$ cat src/rtl/hbridge_driver_pkg.sv
// Shared constants for the H-bridge driver: FSM state encoding and direction values.
package hbridge_driver_pkg;

   typedef enum logic [1:0] {
      IDLE = 2'd0,
      SYNC = 2'd1,
      RUN  = 2'd2,
      DEAD = 2'd3
   } state_e;

   localparam logic DIR_FWD = 1'b0;
   localparam logic DIR_REV = 1'b1;

endpackage

$ cat src/rtl/hbridge_driver_sync2.sv
// Two-flop synchronizer for the asynchronous direction switch, synchronous active-high reset.
module hbridge_driver_sync2 (
   input  logic clk_i,
   input  logic rst_i,
   input  logic d_i,
   output logic q_o
);

   logic meta_q;
   logic sync_q;

   always_ff @(posedge clk_i) begin
      if (rst_i) begin
         meta_q <= 1'b0;
         sync_q <= 1'b0;
      end else begin
         meta_q <= d_i;
         sync_q <= meta_q;
      end
   end

   assign q_o = sync_q;

endmodule

$ cat src/rtl/hbridge_driver.sv
// H-bridge driver: gates the PWM waveform onto IN1/IN2 by direction, with dead time on
// reversal and re-arming only at a PWM period start so the first pulse is full length.
module hbridge_driver
   import hbridge_driver_pkg::*;
#(
   parameter int DEAD_CYCLES = 16,
   parameter int CNT_W       = 8
) (
   input  logic       CLK,
   input  logic       RST,
   input  logic       PWM_IN,
   input  logic       E,
   input  logic       DIR,
   input  logic       EN,
   output logic       IN1,
   output logic       IN2,
   output logic       DIR_ACT,
   output logic       BUSY,
   output logic [1:0] DBG_STATE
);

   localparam logic [CNT_W-1:0] DEAD_LOAD = CNT_W'(DEAD_CYCLES - 1);

   state_e           state_q, state_d;
   logic             dir_act_q, dir_act_d;
   logic [CNT_W-1:0] cnt_q, cnt_d;
   logic             e_q;
   logic             in1_q, in1_d;
   logic             in2_q, in2_d;
   logic             busy_q, busy_d;
   logic             run_d;
   logic             dir_s;
   logic             start;

   hbridge_driver_sync2 u_sync2 (
      .clk_i (CLK),
      .rst_i (RST),
      .d_i   (DIR),
      .q_o   (dir_s)
   );

   // Only the rising edge of E counts, so a multi-cycle E cannot re-trigger.
   assign start = E & ~e_q;

   always_ff @(posedge CLK) begin
      if (RST) begin
         state_q   <= IDLE;
         dir_act_q <= DIR_FWD;
         cnt_q     <= '0;
         e_q       <= 1'b0;
         in1_q     <= 1'b0;
         in2_q     <= 1'b0;
         busy_q    <= 1'b0;
      end else begin
         state_q   <= state_d;
         dir_act_q <= dir_act_d;
         cnt_q     <= cnt_d;
         e_q       <= E;
         in1_q     <= in1_d;
         in2_q     <= in2_d;
         busy_q    <= busy_d;
      end
   end

   always_comb begin
      state_d   = state_q;
      dir_act_d = dir_act_q;
      cnt_d     = cnt_q;
      case (state_q)
         IDLE: begin
            if (EN) begin
               state_d   = SYNC;
               dir_act_d = dir_s;
            end
         end
         SYNC: begin
            if (!EN)        state_d = IDLE;
            else if (start) state_d = RUN;
         end
         RUN: begin
            if (!EN) begin
               state_d = IDLE;
            end else if (dir_s != dir_act_q) begin
               state_d = DEAD;
               cnt_d   = DEAD_LOAD;
            end
         end
         DEAD: begin
            // Direction is re-sampled on exit; a bounced switch still pays the full dead time.
            if (!EN) begin
               state_d = IDLE;
            end else if (cnt_q == '0) begin
               state_d   = SYNC;
               dir_act_d = dir_s;
            end else begin
               cnt_d = cnt_q - CNT_W'(1);
            end
         end
         default: state_d = IDLE;
      endcase
   end

   always_comb begin
      run_d  = (state_d == RUN);
      in1_d  = run_d & (dir_act_d == DIR_FWD) & PWM_IN;
      in2_d  = run_d & (dir_act_d == DIR_REV) & PWM_IN;
      busy_d = (state_d == DEAD) | (state_d == SYNC);
   end

   assign IN1       = in1_q;
   assign IN2       = in2_q;
   assign DIR_ACT   = dir_act_q;
   assign BUSY      = busy_q;
   assign DBG_STATE = state_q;

endmodule

$ cat config.mk
export PLATFORM = sky130hd
export DESIGN_NAME = hbridge_driver
export DESIGN_NICKNAME = d
export VERILOG_FILES = /design/src/rtl/hbridge_driver_pkg.sv /design/src/rtl/hbridge_driver_sync2.sv /design/src/rtl/hbridge_driver.sv
export SDC_FILE = /design/constraint.sdc
export NUM_CORES = 1
export LEC_CHECK = 0
export CAP_MARGIN = 25
export CORE_MARGIN = 2
export CORE_UTILIZATION = 34
export DETAILED_ROUTE_END_ITERATION = 8
export MAX_ROUTING_LAYER = met4
export PLACE_DENSITY = 0.55
export SETUP_SLACK_MARGIN = 0.1
export SLEW_MARGIN = 20
export SYNTH_ARGS = -nofsm -noshare
export SYNTH_HDL_FRONTEND = slang
export SYNTH_HIERARCHICAL = 1
export SYNTH_SLANG_ARGS = --single-unit
$ cat constraint.sdc
create_clock -name CLK -period 2.4 [get_ports CLK]
set_input_delay 0.48 -clock CLK [delete_from_list [all_inputs] [get_ports CLK]]
set_output_delay 0.48 -clock CLK [all_outputs]
set_load 0.05 [all_outputs]
Figure 1. Signal wires on met1.
The bar under the picture is 20 µm long.
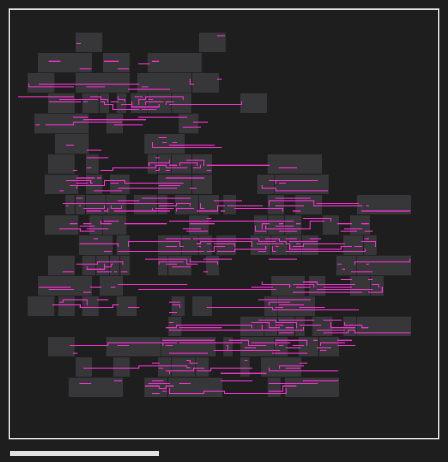
117 nets have wire on it. The longest straight run is 18.4 µm.
post-detailed-routing wire length: 2060 µm
via count of the routed design: 862

Figure 2. Routing congestion.
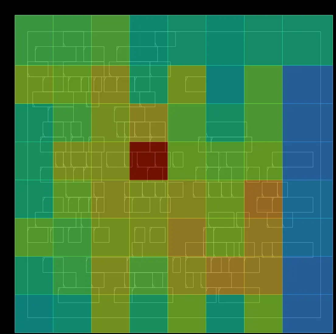
final core area utilization: 0.411
routed length per placed instance: 13.5 µm
met1 Resource Use GR: 0.178
global-route layer with the greatest usage: met2
GR met3 Demand/Resource: 0.0204

Figure 3. Routed metal per tile.
The die is cut into 11 by 11 equal tiles; white is low, dark blue is high, scaled to the fullest tile. Values are wire area over tile area, all layers added.
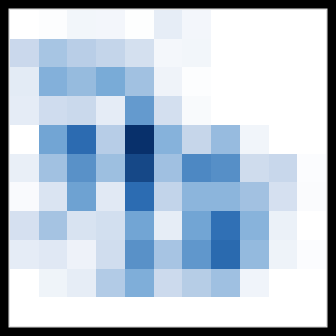
The emptiest ninth of the die: top right. The mean over all tiles is 0.098. 33% of the tiles are nearly empty. The fullest tile reaches 0.47.
Tot GR Track Use: 0.140

[cells by family (layout without fill, tap and decap cells)]
kind of cell    count (synthesis)  in the layout  synth area share
flops                          16             16             0.331
simple gates                   35             35             0.244
buf+inv                        13             24            0.0633
compound gates                 38             38             0.266
xor+xnor                        2              2            0.0181
fa+ha+maj                       6              6            0.0775
[flip-flops by register name, summed over array words and instances (netlist names)]
name and cells:
BUSY 1, DBG_STATE 1, DIR_ACT 1, IN1 1
IN2 1, cnt_q 8, e_q 1, u_sync2/meta_q 1
u_sync2/q_o 1
[worst register-to-register path: stages (launching register included)]
cell,delay (ps)
sky130_fd_sc_hd__dfxtp_1,360
sky130_fd_sc_hd__inv_1,90
sky130_fd_sc_hd__ha_1,200
sky130_fd_sc_hd__nor4b_2,480
sky130_fd_sc_hd__a21oi_1,160
sky130_fd_sc_hd__a2111oi_2,330
sky130_fd_sc_hd__nor4b_1,260
[layout make-up]
class / count / area (µm²) / share of cell area
Timing Repair Buffer: 13 / 125 / 0.111
Inverter: 8 / 30.0 / 0.0267
Tap cell: 31 / 38.8 / 0.0345
Multi-Input combinational cell: 81 / 587 / 0.522
Sequential cell: 16 / 320 / 0.285
Clock buffer: 3 / 22.5 / 0.0200
[per-layer routing]
layer / track usage / up-vias / wire length (µm) / part of all wire
met5: - / - / 0 / 0
met2: 0.216 / 14 / 932 / 0.45
met1: 0.178 / 404 / 1020 / 0.50
met3: 0.0204 / 4 / 72 / 0.035
met4: 0.0698 / 0 / 34 / 0.017
li1: - / 440 / - / -
[through the flow]
| stage | worst slack (ps) | hold slack, ps | cell area, µm² |
|---|---|---|---|
| after floorplan | 175 | 414 | 968 |
| after global placement | 163 | 419 | 1100 |
| after detailed placement | 143 | 428 | 1100 |
| after CTS | 276 | 456 | 1120 |
| after global routing | 189 | 476 | 1120 |
| final | 279 | 449 | 1120 |
[where the power goes]
group | total [mW] | leakage, nW | switching (mW) | internal [mW]
Combinational | 0.872 | 0.260 | 0.519 | 0.354
Clock | 0.146 | 0.0138 | 0.0875 | 0.0585
Sequential | 0.420 | 0.131 | 0.0882 | 0.331
Total | 1.44 | 0.404 | 0.694 | 0.744
[worst paths after layout]
path	cells after the start	slack [ps]	start	end
hold reg to reg	1	450	u_sync2/meta_q$_SDFF_PP0_	u_sync2/q_o$_SDFF_PP0_
setup / recovery	1	280	DIR_ACT$_SDFF_PP0_	DIR_ACT
hold / removal	1	450	u_sync2/meta_q$_SDFF_PP0_	u_sync2/q_o$_SDFF_PP0_
setup reg to reg	6	410	cnt_q[0]$_SDFFE_PP0P_	IN1$_SDFF_PP0_
[layout by cell type, fill, tap and decap left out, drive strengths merged, types with 3 or more instances in the layout]
master	n
a21o	3
a21oi	12
clkbuf	3
clkdlybuf4s50	11
dfxtp	16
ha	6
inv	8
nand2b	4
nor2b	5
nor3	4
o21ai	6
o31ai	5
or3	4
or4	3
==> flow_metrics.env <==
# physical design summary
export IMPL_status="finished clean"
export IMPL_portion_of_synthesized_cell_area_occupied_by_the_leading_cell_type=0.331
export IMPL_worst_path_clk_slew_ps=100
export IMPL_count_of_instances_resized_after_the_clock_tree_is_built=0
export IMPL_grt_setup_unrepaired="no"
export IMPL_ys_seq_elements=16
export IMPL_fill_cells=285
export IMPL_numClockSinks=16
export IMPL_critical_path_rt_ps=1920
export IMPL_clock_latency_ps=300
export IMPL_core_util_floorplan=0.354
export IMPL_ctsHtreeMaxLevel=1
export IMPL_clockRootBuffer="sky130_fd_sc_hd__clkbuf_4"
export IMPL_antennaDiodeCount=0
export IMPL_postRouteAntennaNets=0
export IMPL_cp_buffers_inverters=1
export IMPL_chip_area_line_of_the_yosys_report_um2=968
export IMPL_fin_crit_ps=2120
export IMPL_seq_area_frac_synth=0.331
export IMPL_remaining_drc_errors=0
export IMPL_first_global_vias=815
export IMPL_cts_hold_buffers=0
export IMPL_netlist_top_cells_count="16 x sky130_fd_sc_hd__dfxtp_1, 12 x sky130_fd_sc_hd__a21oi_1, 7 x sky130_fd_sc_hd__inv_1, 6 x sky130_fd_sc_hd__ha_1"
export IMPL_crit_family="buffers and inverters"
export IMPL_post_synth_num_cell_types=43
export IMPL_timing_final_max_slew_violations=0
export IMPL_power_density_nw_per_um2=1280
export IMPL_synthesis_yosys_warnings=6
export IMPL_fin_cells=152
export IMPL_finalHoldViolCount=0
export IMPL_design_portCount=12
export IMPL_crit_path_cell_trace="clkdlybuf4s50_1"
export IMPL_arrival_time_worst_endpoint_ps=1640
export IMPL_postSynthAreaPerCell_um2=8.80
export IMPL_grt_pass1_wl_um=3540
Power is estimated from default activity; no workload was simulated.
